**src/rtl/bnn_pkg.sv**
```systemverilog
`default_nettype none
// ============================================================================
// Module      : bnn_pkg
// Description : Shared widths and FSM encoding for the BNN image datapath.
// Revision    : 1.0 - initial release
// ============================================================================
package bnn_pkg;

    localparam int BNN_DW     = 32;
    localparam int BNN_NWORDS = 20;
    localparam int BNN_RD_LAT = 1;
    localparam int BNN_PW     = $clog2(BNN_DW + 1);
    localparam int BNN_SW     = $clog2(BNN_NWORDS * BNN_DW + 1);

    typedef enum logic [1:0] {
        IDLE_ST = 2'd0,
        ACC_ST  = 2'd1,
        DONE_ST = 2'd2
    } state_e;

endpackage
`default_nettype wire

```
**src/rtl/bnn_popcount.sv**
```systemverilog
`default_nettype none
// ============================================================================
// Module      : bnn_popcount
// Description : Combinational balanced adder-tree population count.
// Revision    : 1.0 - initial release
// ============================================================================
module bnn_popcount
    import bnn_pkg::*;
#(
    parameter int DW = BNN_DW,
    parameter int PW = BNN_PW
) (
    input  logic [DW-1:0] bits,
    output logic [PW-1:0] count
);

    localparam int LVLS = (DW > 1) ? $clog2(DW) : 0;
    localparam int NP   = 1 << LVLS;

    // Heap-ordered tree: leaves at NP-1.., node i sums children 2i+1 and 2i+2.
    logic [PW-1:0] tree [2*NP-1];

    always_comb begin
        for (int i = 0; i < 2*NP-1; i++) begin
            tree[i] = '0;
        end
        for (int i = 0; i < DW; i++) begin
            tree[NP-1+i] = PW'(bits[i]);
        end
        for (int i = NP-2; i >= 0; i--) begin
            tree[i] = tree[2*i+1] + tree[2*i+2];
        end
        count = tree[0];
    end

endmodule
`default_nettype wire

```
**src/rtl/bnn_xnor_popcount_acc.sv**
```systemverilog
`default_nettype none
// ============================================================================
// Module      : bnn_xnor_popcount_acc
// Description : XNOR-popcount accumulator over one frame, with binarized output.
// Revision    : 1.0 - initial release
// ============================================================================
module bnn_xnor_popcount_acc
    import bnn_pkg::*;
#(
    parameter int DW     = BNN_DW,
    parameter int NWORDS = BNN_NWORDS,
    parameter int RD_LAT = BNN_RD_LAT,
    parameter int PW     = BNN_PW,
    parameter int SW     = BNN_SW
) (
    input  logic          iCLK,
    input  logic          iRSTn,
    input  logic          iCLR,
    input  logic          iRd_EN,
    input  logic [DW-1:0] iDATA,
    input  logic [DW-1:0] iWEIGHT,
    input  logic [SW-1:0] iTHRESH,
    output logic [SW-1:0] oSUM,
    output logic          oBIT,
    output logic          oVALID,
    output logic          oBUSY
);

    localparam int            CW       = $clog2(NWORDS + 1);
    localparam logic [CW-1:0] LAST_CNT = CW'(NWORDS);

    logic [RD_LAT-1:0] dly;
    logic              dvld;
    logic [DW-1:0]     xnor_word;
    logic [PW-1:0]     pc_comb;
    logic [PW-1:0]     pc_reg;
    logic              pc_vld;

    state_e            state;
    state_e            state_nxt;
    logic [SW-1:0]     acc;
    logic [SW-1:0]     acc_nxt;
    logic [SW-1:0]     acc_base;
    logic [SW-1:0]     acc_sum;
    logic [CW-1:0]     cnt;
    logic [CW-1:0]     cnt_nxt;
    logic [CW-1:0]     cnt_base;
    logic [CW-1:0]     cnt_inc;
    logic              load_out;
    logic [SW-1:0]     sum_q;
    logic              bit_q;

    // Read-enable delay line aligns the enable with the returned memory word.
    generate
        if (RD_LAT == 1) begin : g_dly_one
            always_ff @(posedge iCLK or negedge iRSTn) begin
                if (!iRSTn) begin
                    dly <= '0;
                end else if (iCLR) begin
                    dly <= '0;
                end else begin
                    dly <= iRd_EN;
                end
            end
        end else begin : g_dly_multi
            always_ff @(posedge iCLK or negedge iRSTn) begin
                if (!iRSTn) begin
                    dly <= '0;
                end else if (iCLR) begin
                    dly <= '0;
                end else begin
                    dly <= {dly[RD_LAT-2:0], iRd_EN};
                end
            end
        end
    endgenerate

    assign dvld      = dly[RD_LAT-1];
    assign xnor_word = ~(iDATA ^ iWEIGHT);

    bnn_popcount #(
        .DW (DW),
        .PW (PW)
    ) u_popcount (
        .bits  (xnor_word),
        .count (pc_comb)
    );

    // DONE restarts from zero so a word arriving in that cycle opens a fresh frame.
    always_comb begin
        acc_base  = (state == DONE_ST) ? '0 : acc;
        cnt_base  = (state == DONE_ST) ? '0 : cnt;
        acc_sum   = acc_base + SW'(pc_reg);
        cnt_inc   = cnt_base + CW'(1);

        state_nxt = state;
        acc_nxt   = acc;
        cnt_nxt   = cnt;
        load_out  = 1'b0;

        case (state)
            IDLE_ST, ACC_ST, DONE_ST: begin
                if (state == DONE_ST) begin
                    state_nxt = IDLE_ST;
                    acc_nxt   = '0;
                    cnt_nxt   = '0;
                end
                if (pc_vld) begin
                    if (cnt_inc == LAST_CNT) begin
                        state_nxt = DONE_ST;
                        load_out  = 1'b1;
                        acc_nxt   = '0;
                        cnt_nxt   = '0;
                    end else begin
                        state_nxt = ACC_ST;
                        acc_nxt   = acc_sum;
                        cnt_nxt   = cnt_inc;
                    end
                end
            end
            default: begin
                state_nxt = IDLE_ST;
                acc_nxt   = '0;
                cnt_nxt   = '0;
            end
        endcase
    end

    always_ff @(posedge iCLK or negedge iRSTn) begin
        if (!iRSTn) begin
            pc_reg <= '0;
            pc_vld <= 1'b0;
            state  <= IDLE_ST;
            acc    <= '0;
            cnt    <= '0;
            sum_q  <= '0;
            bit_q  <= 1'b0;
        end else if (iCLR) begin
            pc_reg <= '0;
            pc_vld <= 1'b0;
            state  <= IDLE_ST;
            acc    <= '0;
            cnt    <= '0;
            sum_q  <= '0;
            bit_q  <= 1'b0;
        end else begin
            pc_vld <= dvld;
            if (dvld) begin
                pc_reg <= pc_comb;
            end
            state <= state_nxt;
            acc   <= acc_nxt;
            cnt   <= cnt_nxt;
            if (load_out) begin
                sum_q <= acc_sum;
                bit_q <= (acc_sum >= iTHRESH);
            end
        end
    end

    assign oSUM   = sum_q;
    assign oBIT   = bit_q;
    assign oVALID = (state == DONE_ST);
    assign oBUSY  = (state == ACC_ST) | (|dly) | pc_vld;

endmodule
`default_nettype wire

```
**config.mk**
```make
export PLATFORM = sky130hd
export DESIGN_NAME = bnn_xnor_popcount_acc
export DESIGN_NICKNAME = d
export VERILOG_FILES = /design/src/rtl/bnn_pkg.sv /design/src/rtl/bnn_popcount.sv /design/src/rtl/bnn_xnor_popcount_acc.sv
export SDC_FILE = /design/constraint.sdc
export NUM_CORES = 1
export LEC_CHECK = 0
export CAP_MARGIN = 25
export CORE_MARGIN = 2
export CORE_UTILIZATION = 45
export DETAILED_ROUTE_END_ITERATION = 8
export HOLD_SLACK_MARGIN = 0.15
export PLACE_DENSITY = 0.84
export SLEW_MARGIN = 20
export SYNTH_ARGS = -nofsm -noshare
export SYNTH_HDL_FRONTEND = slang
export SYNTH_HIERARCHICAL = 1
export SYNTH_SLANG_ARGS = --single-unit
```
**constraint.sdc**
```tcl
create_clock -name iCLK -period 4.3 [get_ports iCLK]
set_input_delay 0.43 -clock iCLK [delete_from_list [all_inputs] [get_ports iCLK]]
set_output_delay 0.43 -clock iCLK [all_outputs]
set_load 0.03 [all_outputs]
```
### Metal 1

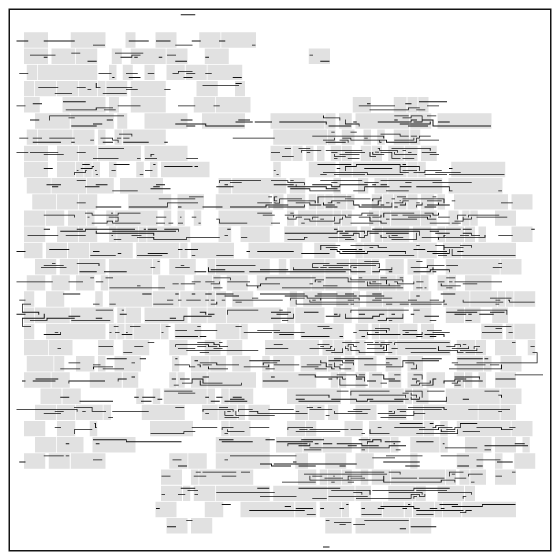
The layer holds 38% of the routed length. The longest straight run is 22.5 um. The layer carries 2,850 um of wire. 515 nets have wire on it. The wires run mostly horizontal.
met1 Usage GRT: 21.76%
drt total wl: 7.552 mm

### M2 wires

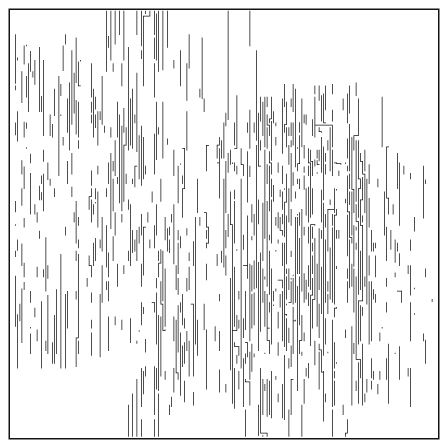
The wires run mostly vertical. The longest straight run is 40.1 um. The layer holds 53% of the routed length.
GR Util met2: 35.88%
via count: 2,863

### Metal 4

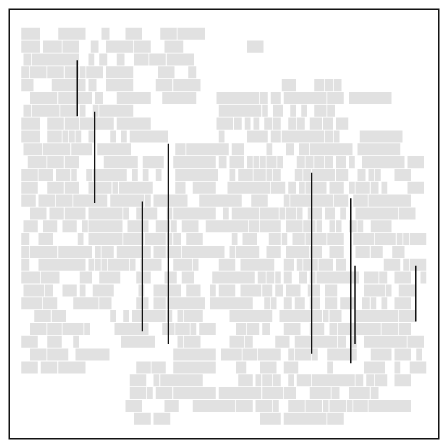
The wires run mostly vertical. The layer carries 201 um of wire. 8 nets have wire on it. The layer holds 2.7% of the routed length.

==> reports/results.ini <==
[outcome]
status = finished with violations
failed_checks = negative setup slack

[setup_path]
crit_chain = buf_4 -> xnor2_4 -> fa_1 -> inv_1 -> fa_1 -> inv_2 -> fa_1 -> fa_1 -> fa_1 -> inv_1 -> fa_1 -> inv_2 -> ha_4 -> fa_2 -> a21o_1 -> a21oi_2 -> xnor2_1 -> mux2i_1 -> nor2_1
crit_path_max_fanout = 2
cp-endpoint = pc_reg[4]
crit_required_ns = 4.46
startpoint = iWEIGHT[15]
worst-path-buf-inv = 5
cp.depth = 19

[cts]
clockBufferDepth = 2
cts_hold_buf = 0
cts.sinks = 36
post-cts-setup-buffer-count = 1

[floorplanning]
taps = 99
die_w_um = 90.73

[logic_synthesis]
mux_share_pct = 1.774
synth_xor_xnor_area_share_pct = 12.13
ys_chip_area_mm2 = 0.003384
synth.cellmix.compoundShare_pct = 13.23
edf_count = 0
ys_seq_elements = 36
synth_seq_share_pct = 26.62
synth-adder-area-share_pct = 26.40

[final_layout]
lay_top_count = clkdlybuf4s50_1
drive_above_1_share_pct = 16.92
ff_count = 36
regArea_um2 = 900.9
syn_to_final_growth_pct = 38.23
most-common-layout-cells = 52 x clkdlybuf4s50_1, 50 x inv_1, 36 x dfrtp_1
logic_area_mm2 = 0.002411
num-nonclk-inverters = 55
largest_class = logic gates
buffer_area_share_pct = 20.17
clk_share_pct = 1.979

[global_route]
grt_max_degree = 37
overflow = 0
grt_pass1_wl_mm = 13.19

[sta]
setup_slack_ns = -0.4826
finalHoldViolations = 0
tightestPinTransition_ns = 0.8245
setup_tns_ns = -1.770
post-route-min-period_ns = 4.783
setup_viol = 5

[min_path]
holdPathEnd = oSUM[9]
hold_start = oSUM[9]

[route]
wire_per_inst_um = 13.49
drt_iter0_drc = 120

[power_and_ir_drop]
peakVddDrop_v = 0.0006945

[placed_design]
portBuffers = 90

### Routing congestion

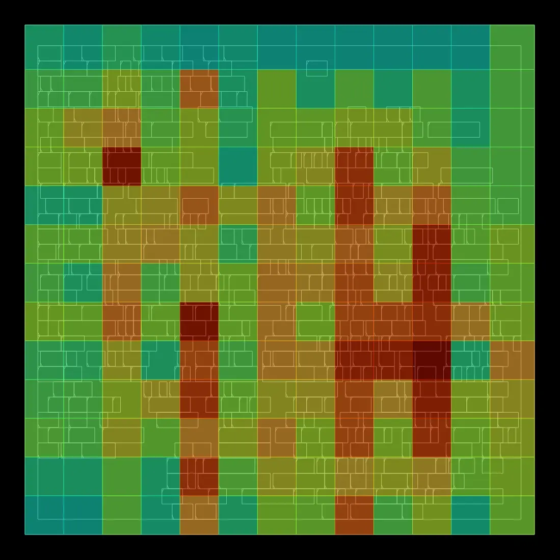
met3 Usage GRT: 3.756%
global-route usage over all layers: 19.34%

### Cell density map

The bar under the picture is 20 um long. The die is cut into 9 by 9 equal tiles; dark blue is low, red is high, 0 to 100% covered.
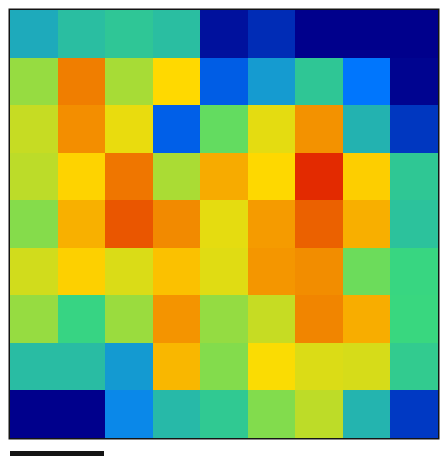
The fullest tile reaches 95%. The emptiest ninth of the die: north-east. 30% of the tiles are over 75% full. The mean over all tiles is 55%. 7.4% of the tiles are nearly empty.
final core occ: 64.50%
Core Area: 0.007253 mm2
Starting Density: 46.66%

[per-layer routing]
layer  up-vias  routed length, um  track usage [%]
met5         -                  0                0
met4         0                200            7.308
met3        17                528            3.756
met2       115               3969            35.88
met1      1343               2854            21.76
li1       1388                  -                -
[through the flow]
| step | hold slack (ns) | cells | worst slack [ns] | area (um2) |
|---|---|---|---|---|
| 6_report | 0.4807 | 560 | -0.4826 | 4678 |
| 5_1_grt | 0.5292 | 560 | -0.6398 | 4678 |
| 4_1_cts | 0.4864 | 560 | -0.5993 | 4663 |
| 3_5_place_dp | 0.4704 | 551 | -1.246 | 4508 |
| 3_3_place_gp | 0.4626 | 551 | -1.128 | 4508 |
| 2_1_floorplan | 0.1344 | 357 | -0.4838 | 3431 |
[power breakdown]
part	switching (W)	internal, W
Combinational	0.00132	0.00144
Clock	0.000123	0.000128
Sequential	0.0000206	0.000361
Total	0.00146	0.00193
[cell usage after synthesis, drive strengths merged (2+ instances only)]
cell type  number  area share (%)
nand2          25             3.0
xnor2          41              11
mux2i           6             1.8
nor2           23             2.6
nand4           2            0.37
a22o            7             1.8
inv            54             6.0
clkbuf          5            0.55
o21ai          20             3.1
and2            6             1.1
or2             2            0.44
ha             29              11
fa             26              15
nand3           9             1.3
dfrtp          36              27
a21oi          11             1.7
nand2b          2            0.44
a32o            2            0.59
a21o            8             1.8
xor2            5             1.5
nand3b          3            0.67
nor2b           4            0.74
nor3b           2            0.44
a31oi           6             1.1
[worst register-to-register path, stage by stage, from the launching register on]
cell	delay, ns
dfrtp_1	0.42
nand2b_2	0.21
and2_1	0.18
ha_1	0.22
fa_1	0.46
maj3_1	0.39
nand3_1	0.12
nor3b_1	0.39
a211oi_2	0.15
xnor2_1	0.20
nor2_1	0.07
ha_1	0.29
a21o_1	0.16
a221oi_1	0.25
o21ai_0	0.12
